Gate-type map:
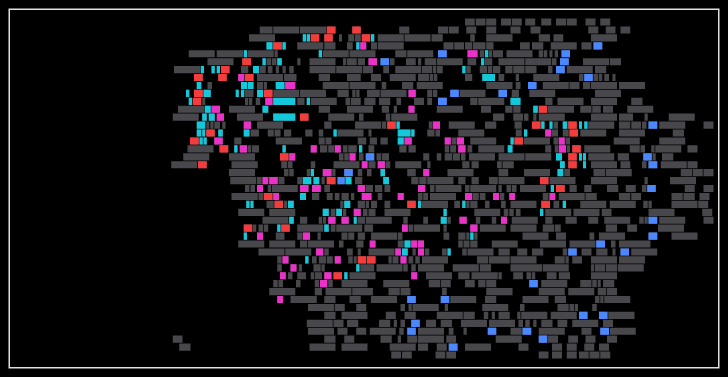
Where the registers sit:
Scale bar: 50 um.
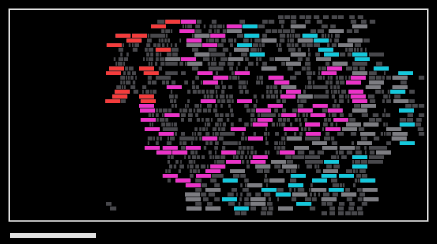
Metal 2:
Scale bar: 50 um.
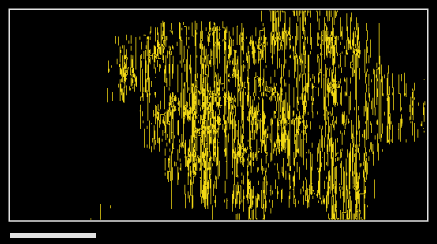
Metal 3:
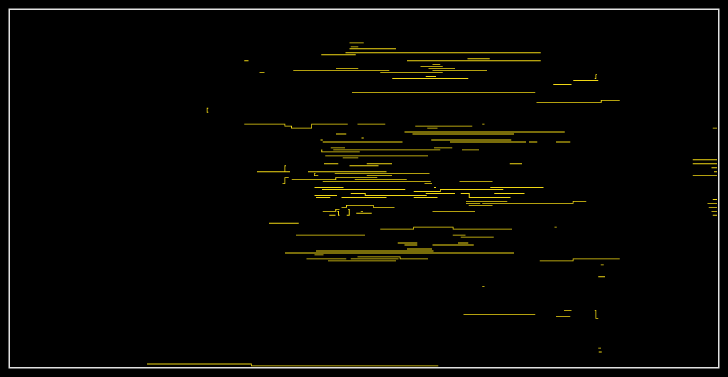
**config.mk**
```make
export PLATFORM = sky130hd
export DESIGN_NAME = sysid_timer_slave
export DESIGN_NICKNAME = d
export VERILOG_FILES = /design/src/rtl/sysid_timer_slave.sv
export SDC_FILE = /design/constraint.sdc
export NUM_CORES = 1
export LEC_CHECK = 0
export CORE_ASPECT_RATIO = 0.5
export CORE_UTILIZATION = 30
export DETAILED_ROUTE_END_ITERATION = 10
export SYNTH_ARGS = -nofsm -noshare
export SYNTH_HDL_FRONTEND = slang
export SYNTH_SLANG_ARGS = --single-unit
```
**constraint.sdc**
```tcl
create_clock -name clock -period 2.8 [get_ports clock]
set_input_delay 0.28 -clock clock [delete_from_list [all_inputs] [get_ports clock]]
set_output_delay 0.28 -clock clock [all_outputs]
set_load 0.02 [all_outputs]
```
**src/rtl/sysid_timer_slave.sv**
```systemverilog
// sysid_timer_slave: Avalon-MM system ID peripheral with scratch word, 64-bit uptime
// counter, coherent high-word snapshot, freeze/clear control and heartbeat output.
module sysid_timer_slave #(
   parameter logic [31:0] ID           = 32'h0000_0000,
   parameter logic [31:0] TIMESTAMP    = 32'h0000_0000,
   parameter int          PRESCALE     = 1,
   parameter int          READ_LATENCY = 1,
   parameter int          HB_BIT       = 24
) (
   input  logic        clock,
   input  logic        reset_n,
   input  logic [2:0]  address,
   input  logic        read,
   input  logic        write,
   input  logic [31:0] writedata,
   input  logic [3:0]  byteenable,
   output logic [31:0] readdata,
   output logic        readdatavalid,
   output logic        heartbeat
);
   logic [31:0] scratch_q, scratch_d, shadow_q, shadow_d;
   logic [31:0] rdata_q, rdata_d, s1_data_q, s1_data_d, rd_mux;
   logic [63:0] uptime_q, uptime_d;
   logic [15:0] presc_q, presc_d;
   logic        freeze_q, freeze_d, rvalid_q, rvalid_d, s1_valid_q, s1_valid_d;
   logic        rd_acc, ctrl_wr, clear, tick;

   always_comb begin
      rd_acc  = read & ~write;
      ctrl_wr = write && address == 3'd3 && byteenable[0];
      clear   = ctrl_wr & writedata[1];
      tick    = !freeze_q && presc_q == 16'(PRESCALE - 1);
      case (address)
         3'd0:    rd_mux = ID;
         3'd1:    rd_mux = TIMESTAMP;
         3'd2:    rd_mux = scratch_q;
         3'd3:    rd_mux = {31'd0, freeze_q};
         3'd4:    rd_mux = uptime_q[31:0];
         3'd5:    rd_mux = shadow_q;
         3'd6:    rd_mux = 32'(PRESCALE);
         default: rd_mux = 32'd0;
      endcase
      scratch_d = scratch_q;
      for (int i = 0; i < 4; i++)
         if (write && address == 3'd2 && byteenable[i]) scratch_d[8*i +: 8] = writedata[8*i +: 8];
      freeze_d = ctrl_wr ? writedata[0] : freeze_q;
      // CLEAR wins over a same-cycle increment; freeze holds both counters
      presc_d  = clear ? 16'd0 : freeze_q ? presc_q : tick ? 16'd0 : presc_q + 16'd1;
      uptime_d = clear ? 64'd0 : tick ? uptime_q + 64'd1 : uptime_q;
      shadow_d = (rd_acc && address == 3'd4) ? uptime_q[63:32] : shadow_q;
      s1_valid_d = rd_acc;
      s1_data_d  = rd_acc ? rd_mux : s1_data_q;
      // Latency 2 drains through the s1 stage; latency 1 bypasses it
      rvalid_d = (READ_LATENCY == 2) ? s1_valid_q : rd_acc;
      rdata_d  = (READ_LATENCY == 2) ? (s1_valid_q ? s1_data_q : rdata_q)
                                     : (rd_acc ? rd_mux : rdata_q);
   end

   always_ff @(posedge clock or negedge reset_n) begin
      if (!reset_n) begin
         scratch_q  <= '0;
         shadow_q   <= '0;
         uptime_q   <= '0;
         presc_q    <= '0;
         freeze_q   <= 1'b0;
         s1_valid_q <= 1'b0;
         s1_data_q  <= '0;
         rvalid_q   <= 1'b0;
         rdata_q    <= '0;
      end else begin
         scratch_q  <= scratch_d;
         shadow_q   <= shadow_d;
         uptime_q   <= uptime_d;
         presc_q    <= presc_d;
         freeze_q   <= freeze_d;
         s1_valid_q <= s1_valid_d;
         s1_data_q  <= s1_data_d;
         rvalid_q   <= rvalid_d;
         rdata_q    <= rdata_d;
      end
   end

   assign readdata      = rdata_q;
   assign readdatavalid = rvalid_q;
   assign heartbeat     = uptime_q[HB_BIT];
endmodule

```
==> Slide: Implementation Results <==
Run Summary

Power
  • Power Density: 724 nW/um^2
  • Clock share of power: 31.8%
  • P_sw: 0.00254 W
  • Comb pwr share: 21.6%
  • Internal: 0.00527 W
  • Sw Share: 32.6%
  • Total Power: 0.00781 W
  • Seq pwr share: 46.6%

Status
  • Status: finished clean

Synthesis
  • Simple-Gate Fraction of Synth Area: 19.5%
  • Xor/xnor cell area share of the yosys netlist: 4.12%
  • Post-synth seq share: 51.2%
  • Post-Syn Area: 8710 sq um
  • Ys flops: 178
  • Yosys cell count: 830
  • Syn avg cell area: 10.5 sq um
  • Top area cells in the synthesized netlist: dfrtp_1 (51%), mux2_2 (8.3%), mux2i_1 (3.6%), a22o_1 (3.1%), o21ai_0 (3.0%)
  • Synth Warn #: 0
  • Dominant cell area share: 51.2%
  • Area leader, netlist: dfrtp_1

Die
  • Core area: 28,100 sq um
  • Die W: 243 um
  • Chip area: 29,700 sq um
  • IO Count: 77
  • # rows: 43

Timing
  • Max frequency: 0.380 GHz
  • RSZ-0062 raised after global routing: no
  • Slew headroom: 51.8%
  • Total negative slack: 0 ns
  • Clk_skew: 0.0125 ns
  • Hold WS: 0.382 ns
  • Worst Tran Pin Value: 0.717 ns
  • Final Max Slew Viols: 0
  • Hold Violations, Final: 0

Critical path
  • Crit. End Element: flop
  • Max stage delay on crit path: 0.66 ns
  • Critical Path Start Type: flop
  • Crit path DRT: 3.16 ns
  • Register-to-Register Path Depth: 5

Drt
  • Uppermost layer routed: met4
  • Post-DRT Antenna Nets: 0
  • # DRC: 0

GRT
  • Remaining global-route overflow: 0
  • Vias in the first global route: 6,983
  • All-Layer GR Usage: 17.4%
  • Met1 usage in global routing: 25.8%
  • Most used routing layer in global routing: met1
  • Pin count of the biggest net entering global routing: 72

Worst hold path
  • Min-Delay Startpoint: address[0]
  • Hold path cells: 5

CTS
  • Clk pin slew, worst setup/hold paths: 0.08 ns
  • H-Tree Depth: 4
  • Clock buffer depth: 2
  • Hold_buf cts: 1
  • # resized after CTS: 0

Layout
  • Design Area, Final: 10,800 sq um
  • Final core utilization: 38.4%
  • Final cell count without fillers: 1,326

Placement
  • Pre-CTS setup slack: 0.260 ns
  • Dpl cells: 1,293
  • IO Port Bufs: 76
-- 'gate-type map' (at the start) --
and/or cells: in magenta, cells 67, where center. non-inverting ao/oa cells: in blue, cells 35. nor cells: in cyan, cells 98. xor and xnor cells: in red, cells 41.

-- 'where the registers sit' (at the start) --
`uptime_q`: in magenta, sequential cells 64. `presc_q`: in red, sequential cells 16. `scratch_q`: in cyan, sequential cells 32.
Another 66 sequential cells are not colored.

-- 'metal 2' (at the start) --
The layer carries 10,700 um of wire. The wires run mostly vertical.

-- 'metal 3' (at the start) --
99 nets have wire on it. The layer holds 7.2% of the routed length. The longest straight run is 78.2 um. The wires run mostly horizontal.
GR Util met3: 3.85%
final wirelength: 25,000 um
vias: 7,182

-- power groups by stage --
stage	sequential [W]	clock (W)	combinational (W)
finish	0.00364	0.00248	0.00169
global route	0.00372	0.00264	0.00185
CTS	0.00363	0.00252	0.00170
detailed placement	0.00368	0	0.00169
global placement	0.00365	0	0.00166
floorplan	0.00354	0	0.000971
-- how the worst max path moves through the flow --
stage	from	cells past startpoint	end
after floorplan	freeze_q$_DFFE_PN0P_	5	uptime_q[46]$_DFFE_PN0P_
after global placement	uptime_q[18]$_DFFE_PN0P_	5	uptime_q[63]$_DFFE_PN0P_
after detailed placement	presc_q[7]$_DFFE_PN0P_	6	uptime_q[63]$_DFFE_PN0P_
after CTS	presc_q[7]$_DFFE_PN0P_	6	uptime_q[63]$_DFFE_PN0P_
after global routing	uptime_q[18]$_DFFE_PN0P_	5	uptime_q[63]$_DFFE_PN0P_
final	uptime_q[18]$_DFFE_PN0P_	5	uptime_q[63]$_DFFE_PN0P_
-- cells in the mapped netlist, types with 4 or more instances --
cell type and n:
xnor2_1 25, clkbuf_1 36, inv_1 14, or2_2 4, o31ai_1 14, a21oi_1 38, nor4_1 22, xor2_1 16
or4_1 22, nor2_1 54, or3_1 19, mux2_2 64, mux2i_1 31, and3_1 8, and2_1 4, nand4_1 40
nand3_1 32, and4_1 6, o21ai_0 52, a22o_1 31, nand2_1 68, nor3_1 13, dfrtp_1 178
-- area by class of cell --
type / count / area, sq um / share of cell area [%]
Timing Repair Buffer: 122 / 1130 / 10.5
Multi-Input combinational cell: 598 / 4070 / 37.7
Tap cell: 382 / 478 / 4.43
Sequential cell: 178 / 4450 / 41.3
Clock inverter: 12 / 141 / 1.31
Clock buffer: 20 / 467 / 4.33
Inverter: 14 / 52.6 / 0.487
Power figures rest on the tool's default switching activity, not on a simulated workload.
